File: src/rtl/apb_slv_pkg.sv
// Shared types and constants for the APB completer memory.
// FSM encodings, default bus widths and the strobe-width helper.
package apb_slv_pkg;

  localparam int unsigned DEF_DATA_SIZE = 32;
  localparam int unsigned DEF_ADDR_SIZE = 6;

  typedef enum logic [1:0] {
    IDLE     = 2'b00,
    W_ENABLE = 2'b01,
    R_ENABLE = 2'b10
  } apb_state_e;

  function automatic int unsigned strb_width(input int unsigned data_size);
    return data_size / 8;
  endfunction

endpackage

File: src/rtl/apb_slv_mem_array.sv
// Word-addressed register-file memory: synchronous clear, byte-enable write port and
// registered read port. Out-of-range writes are dropped and out-of-range reads return 0.
module apb_slv_mem_array
  import apb_slv_pkg::*;
#(
  parameter int unsigned DATA_SIZE = DEF_DATA_SIZE,
  parameter int unsigned ADDR_SIZE = DEF_ADDR_SIZE,
  parameter int unsigned MEM_DEPTH = 2 ** ADDR_SIZE
) (
  input  logic                                clk,
  input  logic                                rst_n,
  input  logic                                we,
  input  logic [ADDR_SIZE-1:0]                waddr,
  input  logic [DATA_SIZE-1:0]                wdata,
  input  logic [strb_width(DATA_SIZE)-1:0]    wstrb,
  input  logic                                re,
  input  logic [ADDR_SIZE-1:0]                raddr,
  output logic [DATA_SIZE-1:0]                rdata
);

  localparam int unsigned STRB_SIZE = strb_width(DATA_SIZE);
  localparam logic [ADDR_SIZE:0] DEPTH = (ADDR_SIZE + 1)'(MEM_DEPTH);

  logic [DATA_SIZE-1:0] mem [MEM_DEPTH];
  logic                 wr_ok;
  logic                 rd_ok;

  assign wr_ok = ({1'b0, waddr} < DEPTH);
  assign rd_ok = ({1'b0, raddr} < DEPTH);

  always_ff @(posedge clk) begin
    if (!rst_n) begin
      for (int unsigned i = 0; i < MEM_DEPTH; i++) begin
        mem[i] <= '0;
      end
      rdata <= '0;
    end else begin
      if (we && wr_ok) begin
        for (int unsigned l = 0; l < STRB_SIZE; l++) begin
          if (wstrb[l]) begin
            mem[waddr][8*l +: 8] <= wdata[8*l +: 8];
          end
        end
      end
      // Read data only moves on a read setup; it holds across the access and after.
      if (re) begin
        rdata <= rd_ok ? mem[raddr] : '0;
      end
    end
  end

endmodule

File: src/rtl/apb_slv_memory.sv
// Zero-wait-state APB completer around apb_slv_mem_array.
// Request fields are captured at setup; the memory write happens on the completing edge.
module apb_slv_memory
  import apb_slv_pkg::*;
#(
  parameter int unsigned DATA_SIZE = DEF_DATA_SIZE,
  parameter int unsigned ADDR_SIZE = DEF_ADDR_SIZE,
  parameter int unsigned MEM_DEPTH = 2 ** ADDR_SIZE
) (
  input  logic                             PCLK,
  input  logic                             PRESETn,
  input  logic [ADDR_SIZE-1:0]             PADDR,
  input  logic                             PSEL,
  input  logic                             PENABLE,
  input  logic                             PWRITE,
  input  logic [DATA_SIZE-1:0]             PWDATA,
  input  logic [strb_width(DATA_SIZE)-1:0] PSTROBE,
  output logic                             PREADY,
  output logic [DATA_SIZE-1:0]             PRDATA,
  output logic                             PSLVERR
);

  localparam int unsigned STRB_SIZE = strb_width(DATA_SIZE);
  localparam logic [ADDR_SIZE:0] DEPTH = (ADDR_SIZE + 1)'(MEM_DEPTH);

  apb_state_e           state_q, state_d;
  logic                 pready_q, pready_d;
  logic                 pslverr_q, pslverr_d;
  logic [ADDR_SIZE-1:0] addr_q;
  logic [DATA_SIZE-1:0] wdata_q;
  logic [STRB_SIZE-1:0] strb_q;
  logic                 latch;
  logic                 mem_we;
  logic                 mem_re;
  logic                 setup;
  logic                 addr_ok;

  assign setup   = PSEL && !PENABLE;
  assign addr_ok = ({1'b0, PADDR} < DEPTH);

  always_comb begin
    state_d   = state_q;
    pready_d  = pready_q;
    pslverr_d = pslverr_q;
    latch     = 1'b0;
    mem_we    = 1'b0;
    mem_re    = 1'b0;
    case (state_q)
      IDLE: begin
        pready_d  = 1'b0;
        pslverr_d = 1'b0;
        // PSEL with PENABLE already high here is a protocol violation and is ignored.
        if (setup) begin
          latch     = 1'b1;
          state_d   = PWRITE ? W_ENABLE : R_ENABLE;
          pready_d  = 1'b1;
          pslverr_d = !addr_ok;
          mem_re    = !PWRITE;
        end
      end
      W_ENABLE, R_ENABLE: begin
        if (!PSEL) begin
          state_d   = IDLE;
          pready_d  = 1'b0;
          pslverr_d = 1'b0;
        end else if (PENABLE) begin
          state_d   = IDLE;
          pready_d  = 1'b0;
          pslverr_d = 1'b0;
          mem_we    = (state_q == W_ENABLE);
        end
      end
      default: begin
        state_d   = IDLE;
        pready_d  = 1'b0;
        pslverr_d = 1'b0;
      end
    endcase
  end

  always_ff @(posedge PCLK) begin
    if (!PRESETn) begin
      state_q   <= IDLE;
      pready_q  <= 1'b0;
      pslverr_q <= 1'b0;
      addr_q    <= '0;
      wdata_q   <= '0;
      strb_q    <= '0;
    end else begin
      state_q   <= state_d;
      pready_q  <= pready_d;
      pslverr_q <= pslverr_d;
      if (latch) begin
        addr_q  <= PADDR;
        wdata_q <= PWDATA;
        strb_q  <= PSTROBE;
      end
    end
  end

  apb_slv_mem_array #(
    .DATA_SIZE (DATA_SIZE),
    .ADDR_SIZE (ADDR_SIZE),
    .MEM_DEPTH (MEM_DEPTH)
  ) u_mem (
    .clk   (PCLK),
    .rst_n (PRESETn),
    .we    (mem_we),
    .waddr (addr_q),
    .wdata (wdata_q),
    .wstrb (strb_q),
    .re    (mem_re),
    .raddr (PADDR),
    .rdata (PRDATA)
  );

  assign PREADY  = pready_q;
  assign PSLVERR = pslverr_q;

endmodule

File: config.mk
export PLATFORM = sky130hd
export DESIGN_NAME = apb_slv_memory
export DESIGN_NICKNAME = d
export VERILOG_FILES = /design/src/rtl/apb_slv_pkg.sv /design/src/rtl/apb_slv_mem_array.sv /design/src/rtl/apb_slv_memory.sv
export SDC_FILE = /design/constraint.sdc
export NUM_CORES = 2
export LEC_CHECK = 0
export CELL_PAD_IN_SITES_DETAIL_PLACEMENT = 0
export CELL_PAD_IN_SITES_GLOBAL_PLACEMENT = 1
export CORE_UTILIZATION = 49
export CTS_CLUSTER_SIZE = 20
export DETAILED_ROUTE_END_ITERATION = 10
export GPL_TIMING_DRIVEN = 1
export PLACE_DENSITY = 0.88
export SYNTH_ARGS = -nofsm -noshare
export SYNTH_HDL_FRONTEND = slang
export SYNTH_SLANG_ARGS = --single-unit
File: constraint.sdc
create_clock -name PCLK -period 2.63 [get_ports PCLK]
set_input_delay 0.526 -clock PCLK [delete_from_list [all_inputs] [get_ports PCLK]]
set_output_delay 0.526 -clock PCLK [all_outputs]
set_load 0.005 [all_outputs]
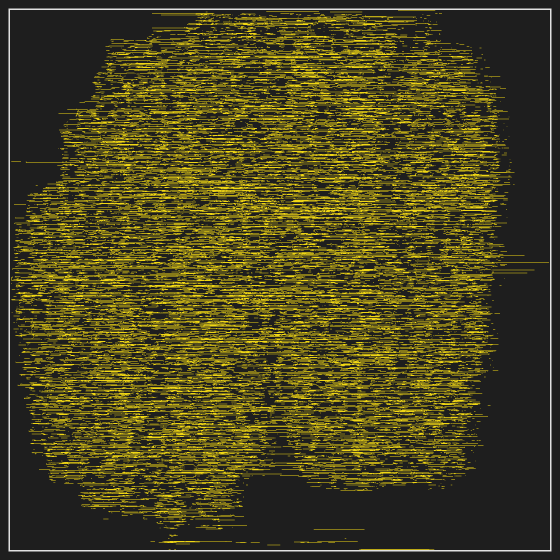
Fig. 1. M1 wires.
- nets with wire on the layer: 7254
- share of all routed wire: 36%
- longest straight run: 86.9 um

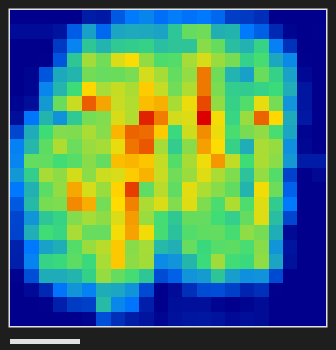
Fig. 2. Routed metal per tile.
Scale bar: 100 um. The die is cut into 22 by 22 equal tiles; dark blue is low, red is high, scaled to the fullest tile. Values are wire area over tile area, all layers added.
- densest ninth of the die: center
- fullest tile: 0.65
- emptiest ninth of the die: lower right
- mean over tiles: 0.26
- nearly empty tiles: 17%

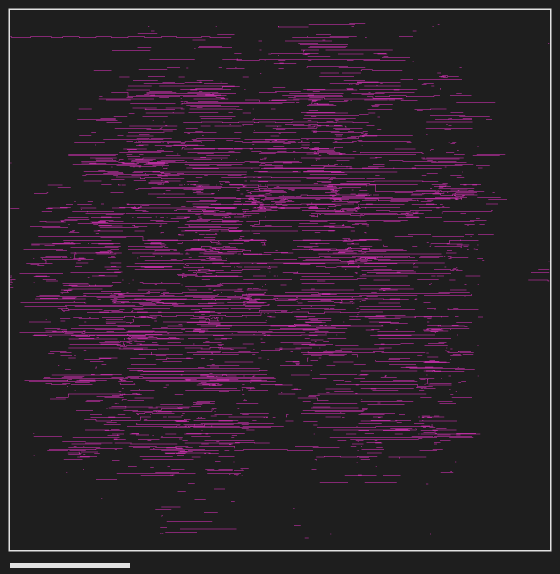
Fig. 3. The metal 3 layer.
Scale bar: 100 um.
- share of all routed wire: 11%
- main direction: horizontal
- wire length on this layer: 33.7 mm

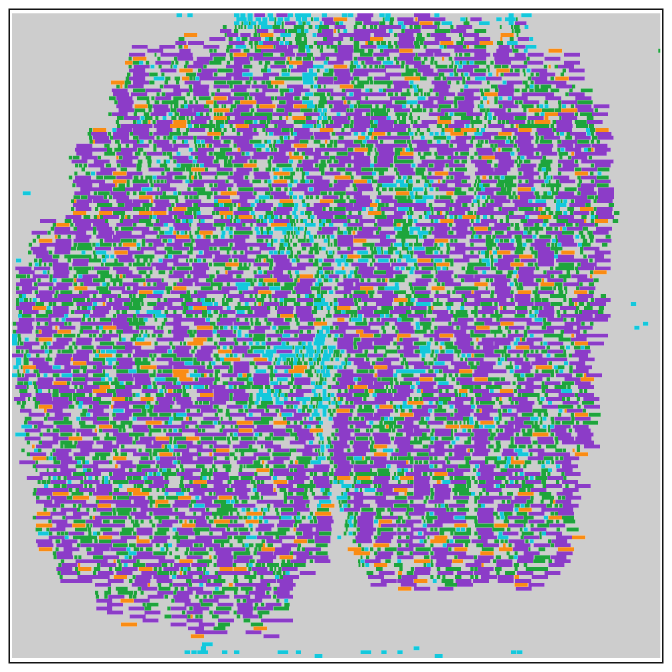
Fig. 4. Placed cells, one color a class.
Fill, decap, tap and diode cells in gray.
- purple: flops (cells 2125; share of their area 57%)
- orange: clock drivers and dummy loads (cells 396; share of their area 6.5%)
- cyan: other buffers and delay cells (cells 943; share of their area 7.7%)
- green: combinational and other logic (cells 4080; share of their area 29%)

==> results.cfg <==
; synthesis and place-and-route metrics
[floorplanning]
die-area_mm2 = 0.2010
fp.coreArea_mm2 = 0.1976
rows = 163
die_x_um = 448.3
pin_count = 81

[worst_setup_path]
startpoint = addr_q[5]$_SDFFE_PN0P_
cpPeakStageDelay_ns = 0.65
end_kind = register
path_max_fanout = 9
crit_path_top_delay_cell = dfxtp_1
path_cells = and3_1, nand2_1, nor2_1, and2_1
cp_num_cells = 4
worst-endpoint-required_ns = 3.36
crit_buf_inv = 0
reg2reg_to = u_mem.mem[56][19]$_SDFFCE_PN0P_
crit_path_end = u_mem.mem[56][19]$_SDFFCE_PN0P_

[clocking]
clk_latency_ns = 0.89
cts-resized-gates = 11
cts_post_setup_buffers_inserted = 0
cts_tree = yes
cts_sinks = 2125
cts-root-buf = clkbuf_16
cts_buffers = 210

[min_path]
min_from = PRESETn
hp-class = in2reg
worst_hold_path.num_cells = 4

[synth]
yosys_warnings = 0
yosysCellCount = 6746
async_reset_ff_share_pct = 0
synthTopCellsByCount = and2_1, edfxtp_1, mux4_2, clkbuf_1, mux2i_1
top_area_share_pct = 63.01
ys_sh_simple_pct = 15.59
flop_cell = edfxtp_1
synthTopLogicFamily = simple AND/OR/NAND/NOR gates
xor_share_pct = 0
edf_count = 2048
topCellsByArea = edfxtp_1, and2_1, mux4_2
top_area_cell = edfxtp_1
syn_nets = 6795
ys_seq_share_pct = 64.59
ys_sh_adder_pct = 0.02564
netlist_area_mm2 = 0.09760
yosys_area_mm2 = 0.09760
synth-seq-cells = 2125

[timing]
slew_violations = 0
hold_viol_final = 0
finalSetupViolations = 0
post-route-period-util_pct = 99.63
fin_setup_tns_ns = 0
skew_ns = 0.04794
worst_slew_pin_slew_ns = 1.013
relSlewSlack_pct = 32.47
fin_ws_ns = 0.009773
fmaxAchievable_mhz = 381.6
rsz0062_at_grt = false
min_period_ns = 2.620
whs_ns = 0.1173

[placement]
port_buffers = 79
post-place-ws_ns = -0.4406
hpwl_um = 207300
dpl-instance-area_mm2 = 0.1070
dp.cells = 9788

[drt]
drc = 0
wl_per_cell_um = 28.97
drt_iter0_markers = 9005
wirelength_um = 295300
vias = 62350
drt_first_pass_iters = 6
ant_nets = 0

[cells_and_area]
area_delta_synth_final_pct = 17.06
layout-drive-gt1-share_pct = 21.94
n_fill_cell = 14700
finalNonFillerCells = 10190
fin_util_pct = 57.81

[run]
warnings = 29
maxCapViolCount = 0

[grt]
grt-ovfl-total = 0
grt_usage_pct = 29.28
antenna_found_initial = 18
grt_max_degree = 89
grt_pass1_wl_um = 422700

[run_status]
status = completed

[power_and_ir_drop]
p_clk_share_pct = 41.6
seq_power_share_pct = 51.0
p_total_mw = 75.79
top_power_group = sequential cells
ir_drop_mv = 0.6783
p_int_mw = 58.50
[layout make-up]
| type | count | area share, % |
|---|---|---|
| diodes | 10 | 0.02190 |
| clock buffers | 261 | 4.912 |
| clock inverters | 135 | 1.385 |
| inverters | 5 | 0.01862 |
| multi-input cells | 4075 | 28.10 |
| flip-flops and latches | 2125 | 55.22 |
| well taps | 2640 | 2.891 |
| repair buffers | 943 | 7.445 |
[placed cells by master, fill, tap and decap left out, types with 6 or more instances in the layout]
cell type and count:
and2_1 2067, edfxtp_1 2048, buf_4 767, mux4_2 390, mux2i_1 300, nor2_1 295
o21ai_0 257, clkbuf_16 214, nand2_1 194, buf_12 97, a21oi_1 78, clkdlybuf4s50_1 73
o221ai_1 68, o22ai_1 62, clkinv_1 46, a22oi_1 43, a21boi_0 42, dfxtp_2 42
clkinv_2 39, clkbuf_1 39, a22o_1 38, dfxtp_1 35, bufinv_16 30, a221oi_1 25
o21ai_1 23, a211oi_1 23, nand3_1 16, o31ai_1 13, a311oi_1 12, a31oi_1 11
diode_2 10, clkbuf_8 9, o21a_1 8, clkinvlp_4 8, nor3b_1 7, a221oi_2 7
nor3_1 6, o211ai_1 6, a221o_1 6
[state kept, by name, summed over array words and instances (netlist names)]
register     count
u_mem.rdata     32
strb_q           4
addr_q           6
state_q          2
u_mem.mem     2048
PREADY           1
wdata_q         32
[worst min-delay path: cells and delay by family]
family | cells | cell delay, ns
buf+inv | 2 | 0.30
simple gates | 2 | 0.12
[layer usage]
layer	global-route usage [%]	share of wire [%]	up-vias	wire length, um
li1	-	-	26140	-
met1	38.50	36	31390	106800
met2	45.82	46	4050	137300
met3	6.395	11	769	33680
met4	15.25	5.9	4	17540
met5	0	0.0071	-	21
